**Run 1: placed cells, one color a class**

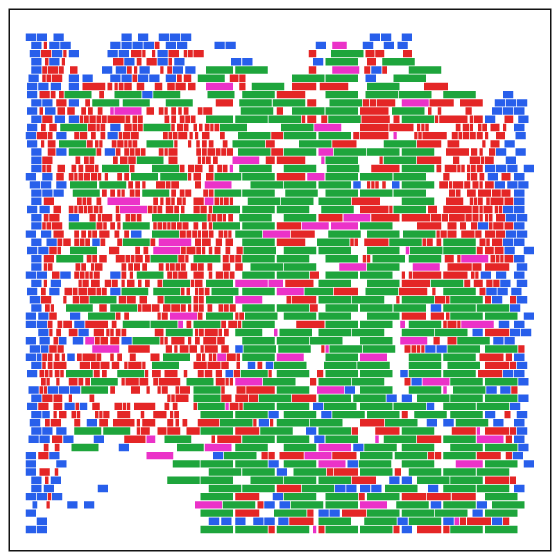
**Run 1: the clock network**

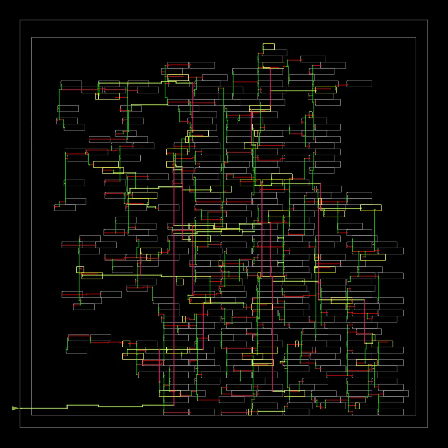
**Run 1: clock network drawn from the DEF**

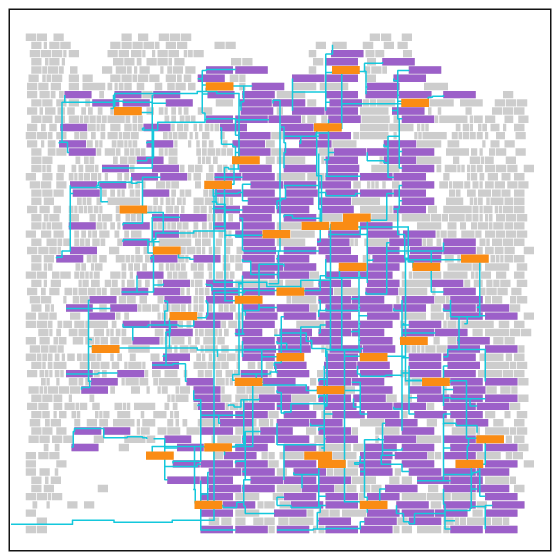
===== config.mk =====
export PLATFORM = sky130hd
export DESIGN_NAME = instruction_prefetch_unit
export DESIGN_NICKNAME = d
export VERILOG_FILES = /design/src/rtl/instruction_prefetch_unit.sv
export SDC_FILE = /design/constraint.sdc
export NUM_CORES = 1
export LEC_CHECK = 0
export CORE_MARGIN = 5
export CORE_UTILIZATION = 58
export CTS_CLUSTER_SIZE = 24
export DETAILED_ROUTE_END_ITERATION = 16
export PLACE_DENSITY = 0.87
export SYNTH_ARGS = -nofsm -noshare
export SYNTH_HDL_FRONTEND = slang
export SYNTH_SLANG_ARGS = --single-unit

===== constraint.sdc =====
create_clock -name iClk -period 8.65 [get_ports iClk]
set_input_delay 1.73 -clock iClk [delete_from_list [all_inputs] [get_ports iClk]]
set_output_delay 1.73 -clock iClk [all_outputs]
set_load 0.02 [all_outputs]

===== src/rtl/instruction_prefetch_unit.sv =====
// ============================================================================
// instruction_prefetch_unit
//
// Purpose:
//   Issues in-order word-address fetch requests to instruction memory. It
//   buffers the returned instructions with their PCs in a small prefetch queue
//   and presents the queue head to decode. The redirect commands (branch miss,
//   return, taken branch and jump) flush the queue and restart fetching at the
//   new target. Responses to requests that were in flight at the redirect are
//   dropped as they arrive.
//
// Build option:
//   IFQ_BYPASS_EN - when defined, a kept response that arrives while the queue
//                   is empty is presented to decode in its arrival cycle. If
//                   decode takes it in that cycle, it is never written to the
//                   queue.
//
// Ports:
//   iClk, iReset                   clock, asynchronous active-high reset
//   oInstrMemAddress/oInstrMemValid/iInstrMemReady
//                                  fetch request handshake
//   iInstrMemDataValid/iInstrMemData
//                                  in-order fetch responses
//   oInstruction/oInstrPC/oNextPC/oInstrValid/iDecodeReady
//                                  queue head towards decode
//   iBranchMissCmd/iBranchMissAddr, iRetCmd/iRetAddr,
//   iBranchCmd/iBranchAddr, iJumpCmd/iOffset
//                                  redirect commands, in priority order
//   iHalt                          suspend new requests
// ============================================================================
module instruction_prefetch_unit #(
    parameter int unsigned            ADDR_WIDTH   = 32,
    parameter int unsigned            DATA_WIDTH   = 32,
    parameter int unsigned            DEPTH        = 4,
    parameter int unsigned            OFFSET_WIDTH = 26,
    parameter logic [ADDR_WIDTH-1:0]  RESET_PC     = '0
) (
    input  logic                    iClk,
    input  logic                    iReset,
    output logic [ADDR_WIDTH-1:0]   oInstrMemAddress,
    output logic                    oInstrMemValid,
    input  logic                    iInstrMemReady,
    input  logic                    iInstrMemDataValid,
    input  logic [DATA_WIDTH-1:0]   iInstrMemData,
    output logic [DATA_WIDTH-1:0]   oInstruction,
    output logic [ADDR_WIDTH-1:0]   oInstrPC,
    output logic [ADDR_WIDTH-1:0]   oNextPC,
    output logic                    oInstrValid,
    input  logic                    iDecodeReady,
    input  logic                    iBranchMissCmd,
    input  logic [ADDR_WIDTH-1:0]   iBranchMissAddr,
    input  logic                    iRetCmd,
    input  logic [ADDR_WIDTH-1:0]   iRetAddr,
    input  logic                    iBranchCmd,
    input  logic [ADDR_WIDTH-1:0]   iBranchAddr,
    input  logic                    iJumpCmd,
    input  logic [OFFSET_WIDTH-1:0] iOffset,
    input  logic                    iHalt
);

    localparam int unsigned PW = $clog2(DEPTH);   // queue pointer width
    localparam int unsigned CW = PW + 1;          // holds 0..DEPTH
    localparam int unsigned OW = PW + 3;          // holds queued+outstanding+discard

    // ------------------------------------------------------------------------
    // State
    // ------------------------------------------------------------------------
    logic [DATA_WIDTH-1:0] r_q_instr [DEPTH];
    logic [ADDR_WIDTH-1:0] r_q_pc    [DEPTH];
    logic [PW-1:0]         r_wr_ptr;
    logic [PW-1:0]         r_rd_ptr;
    logic [CW-1:0]         r_count;
    logic [CW-1:0]         r_outstanding;
    logic [CW-1:0]         r_discard;
    logic [ADDR_WIDTH-1:0] r_fetch_pc;
    logic [ADDR_WIDTH-1:0] r_resp_pc;     // PC of the next response that is kept
    logic                  r_hold;        // request offered but not yet taken

    // ------------------------------------------------------------------------
    // Combinational control
    // ------------------------------------------------------------------------
    logic                  w_redirect;
    logic [ADDR_WIDTH-1:0] w_target;
    logic [ADDR_WIDTH-1:0] w_head_pc;
    logic [ADDR_WIDTH-1:0] w_jump_target;
    logic [OW-1:0]         w_occ;
    logic                  w_room;
    logic                  w_req_valid;
    logic                  w_accept;
    logic                  w_resp_discard;
    logic                  w_resp_out;
    logic                  w_keep;
    logic                  w_empty;
    logic                  w_bypass;
    logic                  w_push;
    logic                  w_pop;
    logic [ADDR_WIDTH-1:0] w_instr_pc;

    assign w_redirect = iBranchMissCmd | iRetCmd | iBranchCmd | iJumpCmd;
    assign w_empty    = (r_count == '0);

    // The jump base uses the queued head only. Bypass is never active in a
    // redirect cycle, so this equals oInstrPC whenever a jump is taken. It
    // also keeps the response path out of the jump target logic.
    assign w_head_pc     = w_empty ? '0 : r_q_pc[r_rd_ptr];
    assign w_jump_target = {w_head_pc[ADDR_WIDTH-1:OFFSET_WIDTH], iOffset};

    always_comb begin
        w_target = w_jump_target;
        if (iBranchMissCmd) begin
            w_target = iBranchMissAddr;
        end else if (iRetCmd) begin
            w_target = iRetAddr;
        end else if (iBranchCmd) begin
            w_target = iBranchAddr;
        end
    end

    // Each kept, in-flight or to-be-dropped response needs a reserved slot.
    assign w_occ  = OW'(r_count) + OW'(r_outstanding) + OW'(r_discard);
    assign w_room = (w_occ < OW'(DEPTH));

    // Once a request has been offered, it stays up until it is accepted, even
    // if iHalt rises. Only a redirect or a reset withdraws it.
    assign w_req_valid = !iReset && !w_redirect && (r_hold || (!iHalt && w_room));
    assign w_accept    = w_req_valid && iInstrMemReady;

    // Pending discards are older than any live request, so they are retired
    // first. A response with nothing in flight is ignored.
    assign w_resp_discard = iInstrMemDataValid && (r_discard != '0);
    assign w_resp_out     = iInstrMemDataValid && (r_discard == '0) && (r_outstanding != '0);
    assign w_keep         = w_resp_out && !w_redirect;

`ifdef IFQ_BYPASS_EN
    assign w_bypass = w_keep && w_empty;
`else
    assign w_bypass = 1'b0;
`endif

    assign w_pop  = !w_empty && iDecodeReady && !w_redirect;
    assign w_push = w_keep && !(w_bypass && iDecodeReady);

    // ------------------------------------------------------------------------
    // Outputs
    // ------------------------------------------------------------------------
    assign oInstrMemAddress = r_fetch_pc;
    assign oInstrMemValid   = w_req_valid;

    assign w_instr_pc   = w_bypass ? r_resp_pc : w_head_pc;
    assign oInstrPC     = w_instr_pc;
    assign oNextPC      = w_instr_pc + ADDR_WIDTH'(1);
    assign oInstrValid  = !w_empty || w_bypass;
    assign oInstruction = w_bypass ? iInstrMemData :
                          (w_empty ? '0 : r_q_instr[r_rd_ptr]);

    // ------------------------------------------------------------------------
    // Control state
    // ------------------------------------------------------------------------
    always_ff @(posedge iClk or posedge iReset) begin
        if (iReset) begin
            r_fetch_pc    <= RESET_PC;
            r_resp_pc     <= RESET_PC;
            r_wr_ptr      <= '0;
            r_rd_ptr      <= '0;
            r_count       <= '0;
            r_outstanding <= '0;
            r_discard     <= '0;
            r_hold        <= 1'b0;
        end else if (w_redirect) begin
            r_fetch_pc    <= w_target;
            r_resp_pc     <= w_target;
            r_wr_ptr      <= '0;
            r_rd_ptr      <= '0;
            r_count       <= '0;
            r_outstanding <= '0;
            // A response arriving now retires one entry. Whatever is still in
            // flight afterwards must be dropped as it arrives.
            r_discard     <= r_discard - CW'(w_resp_discard)
                             + r_outstanding - CW'(w_resp_out);
            r_hold        <= 1'b0;
        end else begin
            if (w_accept) begin
                r_fetch_pc <= r_fetch_pc + ADDR_WIDTH'(1);
            end
            if (w_keep) begin
                r_resp_pc <= r_resp_pc + ADDR_WIDTH'(1);
            end
            if (w_push) begin
                r_wr_ptr <= r_wr_ptr + PW'(1);
            end
            if (w_pop) begin
                r_rd_ptr <= r_rd_ptr + PW'(1);
            end
            r_count       <= r_count + CW'(w_push) - CW'(w_pop);
            r_outstanding <= r_outstanding + CW'(w_accept) - CW'(w_resp_out);
            r_discard     <= r_discard - CW'(w_resp_discard);
            r_hold        <= w_req_valid && !iInstrMemReady;
        end
    end

    // ------------------------------------------------------------------------
    // Queue storage (no reset needed; validity is tracked by r_count)
    // ------------------------------------------------------------------------
    always_ff @(posedge iClk) begin
        if (w_push) begin
            r_q_instr[r_wr_ptr] <= iInstrMemData;
            r_q_pc[r_wr_ptr]    <= r_resp_pc;
        end
    end

endmodule


==> results.sh, run 1 <==
# flow metrics
export IMPL_synth_yosys_chip_area_um2=16600
export IMPL_antenna_violating_nets_post_route=0
export IMPL_pin_count=294
export IMPL_detailed_place_hpwl_um=31200
export IMPL_critPathCaptureType="primary output"
export IMPL_hold_ws_ns=0.558
export IMPL_tritoncts="done"
export IMPL_finalWorstPathRequiredPeriod_ns=6.03
export IMPL_post_synth_num_cell_types=73
export IMPL_synth_main_ff_cell="edfxtp_1"
export IMPL_global_route_overflow_total=0
export IMPL_final_critical_path_setup_slack_ns=2.62
export IMPL_design_die_area_um2=32000
export IMPL_stage_log_warnings=29
export IMPL_stdcell_count=1954
export IMPL_place_congestion=0.903
export IMPL_syn_cell_area_um2=16600
export IMPL_crit_type="reg -> out"
export IMPL_timing_worst_slew_pin_value_ns=1.27
export IMPL_post_synth_top_area_cell="edfxtp_1"
export IMPL_floorplan_initialDensity_pct=59.2
export IMPL_synthMostInstantiatedCell="edfxtp_1"
export IMPL_post_synth_xor_area_fraction_pct=2.38
export IMPL_synthesis_instances=1271
export IMPL_vdd_ir_drop_max_uv=126
export IMPL_routedWlPerCell_um=23.8
export IMPL_cts_hold_repair_buffers=0
export IMPL_netlist_area_leader_share_pct=46.4
export IMPL_synth_seq_cells=334
export IMPL_synth_area_per_cell_um2=13.0
export IMPL_final_setup_violation_count=0
export IMPL_clk_pin_slew_ns=0.06
export IMPL_hold_viol_final=0
export IMPL_syn_nets=1459
export IMPL_drt_iter0_markers=1305
export IMPL_setup_tns_ns=0
export IMPL_cts_buffer_depth=3
export IMPL_drv_max_cap_violation_count=0
export IMPL_nets=1738
export IMPL_grt_pass1_vias=12500
export IMPL_run_status="finished, final reports clean"
export IMPL_total_power_mw=3.77
export IMPL_cts_root_buffer="clkbuf_16"
export IMPL_ys_sh_simple_pct=12.8
export IMPL_ys_warnings_count=0
export IMPL_lay_top_count="clkdlybuf4s50_1"
export IMPL_synth_edff_count=256
export IMPL_cts_repair_resize_count=0
-- 'placed cells, one color a class' (at the start) --
Key: blue = remaining buffers and delay cells [cells 307, share of their area 15%]; green = sequential cells [cells 334, share of their area 47%]; red = combinational and other logic [cells 873, share of their area 32%]; magenta = clock drivers and dummy loads [cells 62, share of their area 5.7%]
share of the core filled with cells: 74.6%
flop share of the area: 46.2%
post-route standard cell area excluding fillers: 20,900 µm²
placeable core region: 28,000 µm²
number of cell rows: 61

-- 'the clock network' (at the start) --
total clock sinks: 334
number of CTS-inserted buffers: 34
clock distribution power: 1.51 mW
tally of clock buffers in the finished layout: 43

-- 'clock network drawn from the DEF' (at the start) --
Key: orange = clock drivers [count 34]; purple = flip-flops [count 334]; cyan = clock wires [length 3,700 µm]
There are 35 routed clock nets.
share of total power in the clock network: 40.1%
clk_skew: 0.0185 ns
clk_lat worst skew: 0.52 ns

## run 1: cell families after synthesis
group / Yosys count
AND/OR/NAND/NOR: 388
flip-flops: 334
AND-OR/OR-AND: 276
buffers and inverters: 107
multiplexers: 97
XOR/XNOR: 45
adder cells (fa/ha/maj): 24
## run 1: area by class of cell
class                      count  area [µm²]  share of cell area (%)
sequential                   334        9640                    46.2
tap                          378         473                    2.26
clock inverter                19         239                    1.14
clock buffer                  43         915                    4.38
timing repair buffer         307        3030                    14.5
inverter                      43         161                   0.773
multi-input combinational    830        6430                    30.8
## run 1: path summary, 6_finish.rpt
path                                      start  cells after the start              endpoint
max                                  r_count[2]                     11           oNextPC[28]
min reg2reg                oInstrMemAddress[22]                      2  oInstrMemAddress[22]
max reg2reg                    r_outstanding[1]                     16      r_outstanding[2]
max in group asynchronous                iReset                      3           r_rd_ptr[0]
min                        oInstrMemAddress[22]                      2  oInstrMemAddress[22]
min in group asynchronous                iReset                      3   oInstrMemAddress[1]
## run 1: power breakdown
part | total (mW) | internal [mW] | switching (mW)
clock network | 1.51 | 0.905 | 0.605
registers | 1.86 | 1.78 | 0.0789
logic | 0.394 | 0.194 | 0.200
total | 3.77 | 2.88 | 0.884
## run 1: worst max-delay path, stage by stage (launching register included)
cell and delay (ns):
dfrtp_1 0.41, nor3_2 0.79, inv_2 0.43, buf_4 0.39
and2_1 0.23, ha_1 0.23, nand3_2 0.18, nor3_1 0.12
nand4_2 0.16, nor2_1 0.07, xor2_1 0.15, clkdlybuf4s50_1 0.63
## run 1: metal layers
layer  routed length (µm)  GRT usage [%]  vias up
met1                16800           37.1     6067
met3                 5080           6.98      105
met2                23400           50.1      816
met5                    0              0        -
li1                     -              -     5398
met4                 1230           7.83        0
==> run 2: changes to the inputs <==
--- a/config.mk
+++ b/config.mk
@@ -6,10 +6,10 @@
 export NUM_CORES = 1
 export LEC_CHECK = 0
 export CORE_MARGIN = 5
-export CORE_UTILIZATION = 58
+export CORE_UTILIZATION = 53
 export CTS_CLUSTER_SIZE = 24
 export DETAILED_ROUTE_END_ITERATION = 16
-export PLACE_DENSITY = 0.87
+export PLACE_DENSITY = 0.8
 export SYNTH_ARGS = -nofsm -noshare
 export SYNTH_HDL_FRONTEND = slang
 export SYNTH_SLANG_ARGS = --single-unit
==> constraint.sdc (replaced) <==
create_clock -name iClk -period 6.2 [get_ports iClk]
set_input_delay 1.24 -clock iClk [delete_from_list [all_inputs] [get_ports iClk]]
set_output_delay 1.24 -clock iClk [all_outputs]
set_load 0.02 [all_outputs]
==> results.sh, run 2 <==
# flow metrics
export IMPL_postLayoutCellArea_um2=21000
export IMPL_global_route_overflow_total=0
export IMPL_run_status="finished, final reports clean"
export IMPL_clock_skew_final_ns=0.0154
export IMPL_cts_hold_repair_buffers=0
export IMPL_nets=1745
export IMPL_synth_area_per_cell_um2=13.0
export IMPL_total_power_mw=5.29
export IMPL_ff2ff_path_depth=16
export IMPL_post_synth_top_area_cell="edfxtp_1"
export IMPL_synthMostInstantiatedCell="edfxtp_1"
export IMPL_cts_root_buffer="clkbuf_16"
export IMPL_hold_path_cell_count=0
export IMPL_clock_latency_late_pin_ns=0.53
export IMPL_critPathCaptureType="primary output"
export IMPL_vdd_ir_drop_max_uv=149
export IMPL_cp_cell_sequence="mux4_2, nand2_1, inv_1, ha_1, nand3_2, nor3_1, nand4_2, nor3_2, xor2_1, clkdlybuf4s50_1"
export IMPL_stdcell_count=1980
export IMPL_antenna_violating_nets_post_route=0
export IMPL_cts_repair_resize_count=0
export IMPL_fp_coreArea_um2=30700
export IMPL_synth_yosys_chip_area_um2=16600
export IMPL_worst_path_dominant_cell_family="simple AND/OR/NAND/NOR gates"
export IMPL_syn_nets=1459
export IMPL_final_setup_violation_count=0
## run 2: final cells by class
class / count / area (µm²) / share of cell area, %
clock buffer: 44 / 910 / 4.33
clock inverter: 20 / 277 / 1.32
inverter: 43 / 161 / 0.768
multi-input combinational: 830 / 6430 / 30.6
sequential: 334 / 9640 / 45.9
tap: 396 / 495 / 2.36
timing repair buffer: 313 / 3110 / 14.8
## run 2: kinds of logic after synthesis
family | after synthesis | synth area share, %
AOI/OAI and AO/OA | 276 | 9.92
xor gates and xnor gates | 45 | 2.38
adders and majority gates | 24 | 2.08
buffers and inverters | 107 | 3.10
DFF | 334 | 58.2
muxes | 97 | 11.6
and+or+nand+nor | 388 | 12.8
## run 2: report_power, final
part | leakage [nW] | internal [mW] | switching (mW)
sequential | 3.32 | 2.49 | 0.112
combinational | 3.54 | 0.271 | 0.271
clock | 0.565 | 1.27 | 0.877
total | 7.42 | 4.03 | 1.26
## run 2: routing by layer
| layer | wire, µm | share of wire (%) | vias to the layer above | GRT usage, % |
|---|---|---|---|---|
| li1 | - | - | 5417 | - |
| met1 | 17800 | 39 | 6057 | 34.3 |
| met2 | 22400 | 49 | 682 | 42.4 |
| met3 | 4060 | 8.9 | 83 | 5.30 |
| met4 | 1250 | 2.8 | 0 | 7.31 |
| met5 | 0 | 0 | - | 0 |
## run 2: worst max path at each step
stage,cells after the start,startpoint,end
2_1_floorplan,3,iReset,oInstrMemValid
3_3_place_gp,10,r_rd_ptr[1],oNextPC[30]
3_5_place_dp,10,r_rd_ptr[1],oNextPC[30]
4_1_cts,10,r_rd_ptr[1],oNextPC[30]
5_1_grt,10,r_rd_ptr[1],oNextPC[30]
6_report,10,r_rd_ptr[1],oNextPC[30]
**Run 2: where the registers sit**

The bar under the picture is 50 µm long.
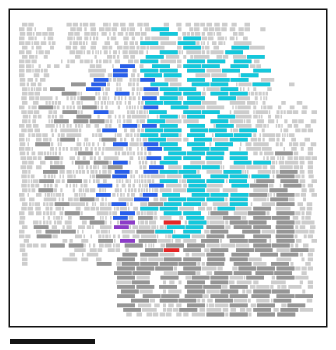
Key: cyan = `r_q_pc` [sequential cells 128]; blue = `r_resp_pc` [sequential cells 32]; purple = `r_count` [sequential cells 3]; red = `r_rd_ptr` [sequential cells 2]
Another 169 sequential cells are not colored.
Seq. pwr: 2.60 mW
share of the core filled with cells: 68.4%

==> run 3: changes to the inputs <==
--- a/config.mk
+++ b/config.mk
@@ -6,10 +6,10 @@
 export NUM_CORES = 1
 export LEC_CHECK = 0
 export CORE_MARGIN = 5
-export CORE_UTILIZATION = 53
+export CORE_UTILIZATION = 37
 export CTS_CLUSTER_SIZE = 24
 export DETAILED_ROUTE_END_ITERATION = 16
-export PLACE_DENSITY = 0.8
+export DONT_BUFFER_PORTS = 1
 export SYNTH_ARGS = -nofsm -noshare
 export SYNTH_HDL_FRONTEND = slang
 export SYNTH_SLANG_ARGS = --single-unit
==> results.sh, run 3 <==
# flow metrics
export IMPL_run_status="finished, final reports clean"
export IMPL_routedWlPerCell_um=24.3
export IMPL_ff2ff_path_depth=16
export IMPL_post_synth_top_area_cell="edfxtp_1"
export IMPL_critPathCaptureType="primary output"
export IMPL_synth_seq_cells=334
export IMPL_cts_root_buffer="clkbuf_16"
export IMPL_postPlaceCellArea_um2=17100
export IMPL_p_sw_mw=1.20
export IMPL_worst_path_dominant_cell_family="simple AND/OR/NAND/NOR gates"
export IMPL_slew_limit_headroom_pct=26.6
export IMPL_min_from="r_resp_pc[31]"
export IMPL_synthesis_instances=1271
export IMPL_combPwrFrac_pct=6.7
export IMPL_sequentialPowerShare_pct=52.8
export IMPL_stdcell_count=1876
export IMPL_synth_area_per_cell_um2=13.0
export IMPL_final_setup_violation_count=0
export IMPL_via_count=10700
export IMPL_remaining_drc_errors=0
export IMPL_hold_viol_final=0
export IMPL_global_route_overflow_total=0
export IMPL_routed_via_density=5.69
export IMPL_vdd_ir_drop_max_uv=153
export IMPL_total_power_mw=5.00
export IMPL_area_sequential_um2=9650
export IMPL_syn_nets=1459
export IMPL_max_clock_freq_mhz=184
export IMPL_cts_hold_repair_buffers=0
export IMPL_antenna_violating_nets_post_route=0
export IMPL_hold_path_cell_count=0
export IMPL_nets=1445
export IMPL_cp_cell_sequence="buf_4, mux4_1, nand2_2, nor3_1, nand4_2, nor3_2, xor2_1"
export IMPL_lay_top_cells="edfxtp_1, nand2_1, a21oi_1"
export IMPL_cts_repair_resize_count=0
export IMPL_clock_skew_final_ns=0.0162
export IMPL_power_frac_clock_pct=40.5
export IMPL_p_int_mw=3.80
export IMPL_netSwitchingFraction_pct=24.0
## run 3: cell counts after synthesis
Identical to the previous run, type by type.
## run 3: how the worst max path moves through the flow
stage                           to  slack [ns]   startpoint
floorplan           oInstrMemValid        1.54       iReset
global placement       oNextPC[30]        1.23  r_rd_ptr[0]
detailed placement     oNextPC[30]        1.19  r_rd_ptr[0]
CTS                    oNextPC[30]        0.62  r_rd_ptr[0]
global route           oNextPC[30]        0.44  r_rd_ptr[0]
finish                 oNextPC[30]        0.77  r_rd_ptr[0]
## run 3: layout make-up
type,count,share of cell area (%)
Inverter,43,0.888
Clock inverter,13,0.564
Sequential cell,334,53.0
Timing Repair Buffer,12,0.495
Tap cell,592,4.07
Clock buffer,51,5.48
Multi-Input combinational cell,830,35.4
Antenna cell,1,0.0138
## run 3: layer usage
metal  share of wire [%]  GRT usage (%)  up-vias  routed length (µm)
li1                    -              -     4826                   -
met1                  43           25.0     5293               19800
met2                  44           26.7      485               20000
met3                 9.2           5.31       79                4210
met4                 3.6           6.14        0                1630
met5                   0              0        -                   0
## run 3: power by group through the flow
stage	logic, mW	registers [mW]	clock network [mW]
2_1_floorplan	0.269	2.63	0
3_3_place_gp	0.324	2.68	0
3_5_place_dp	0.333	2.68	0
4_1_cts	0.336	2.64	2.06
5_1_grt	0.383	2.65	2.17
6_report	0.335	2.64	2.02
## run 3: kinds of logic after synthesis
| logic type | after synthesis | share of synthesized area (%) |
|---|---|---|
| mux | 97 | 11.6 |
| flops | 334 | 58.2 |
| fa+ha+maj | 24 | 2.08 |
| xor+xnor | 45 | 2.38 |
| simple gates | 388 | 12.8 |
| compound gates | 276 | 9.92 |
| buf+inv | 107 | 3.10 |
**Run 3: placed cells, one color a class**

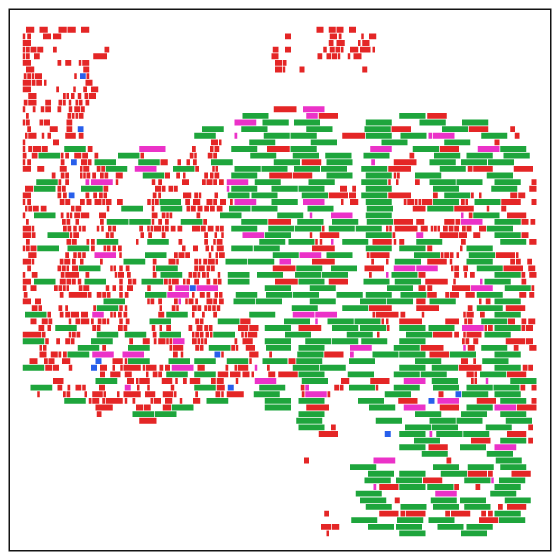
Key: green = sequential cells [cells 334, share of their area 55%]; magenta = clock drivers and dummy loads [cells 64, share of their area 6.3%]; blue = remaining buffers and delay cells [cells 12, share of their area 0.52%]; red = combinational and other logic [cells 873, share of their area 38%]
placeable core region: 44,200 µm²
post-route standard cell area excluding fillers: 18,200 µm²
share of the core filled with cells: 41.1%
flop share of the area: 53.0%
number of cell rows: 77

Power and IR drop assume default switching activity.
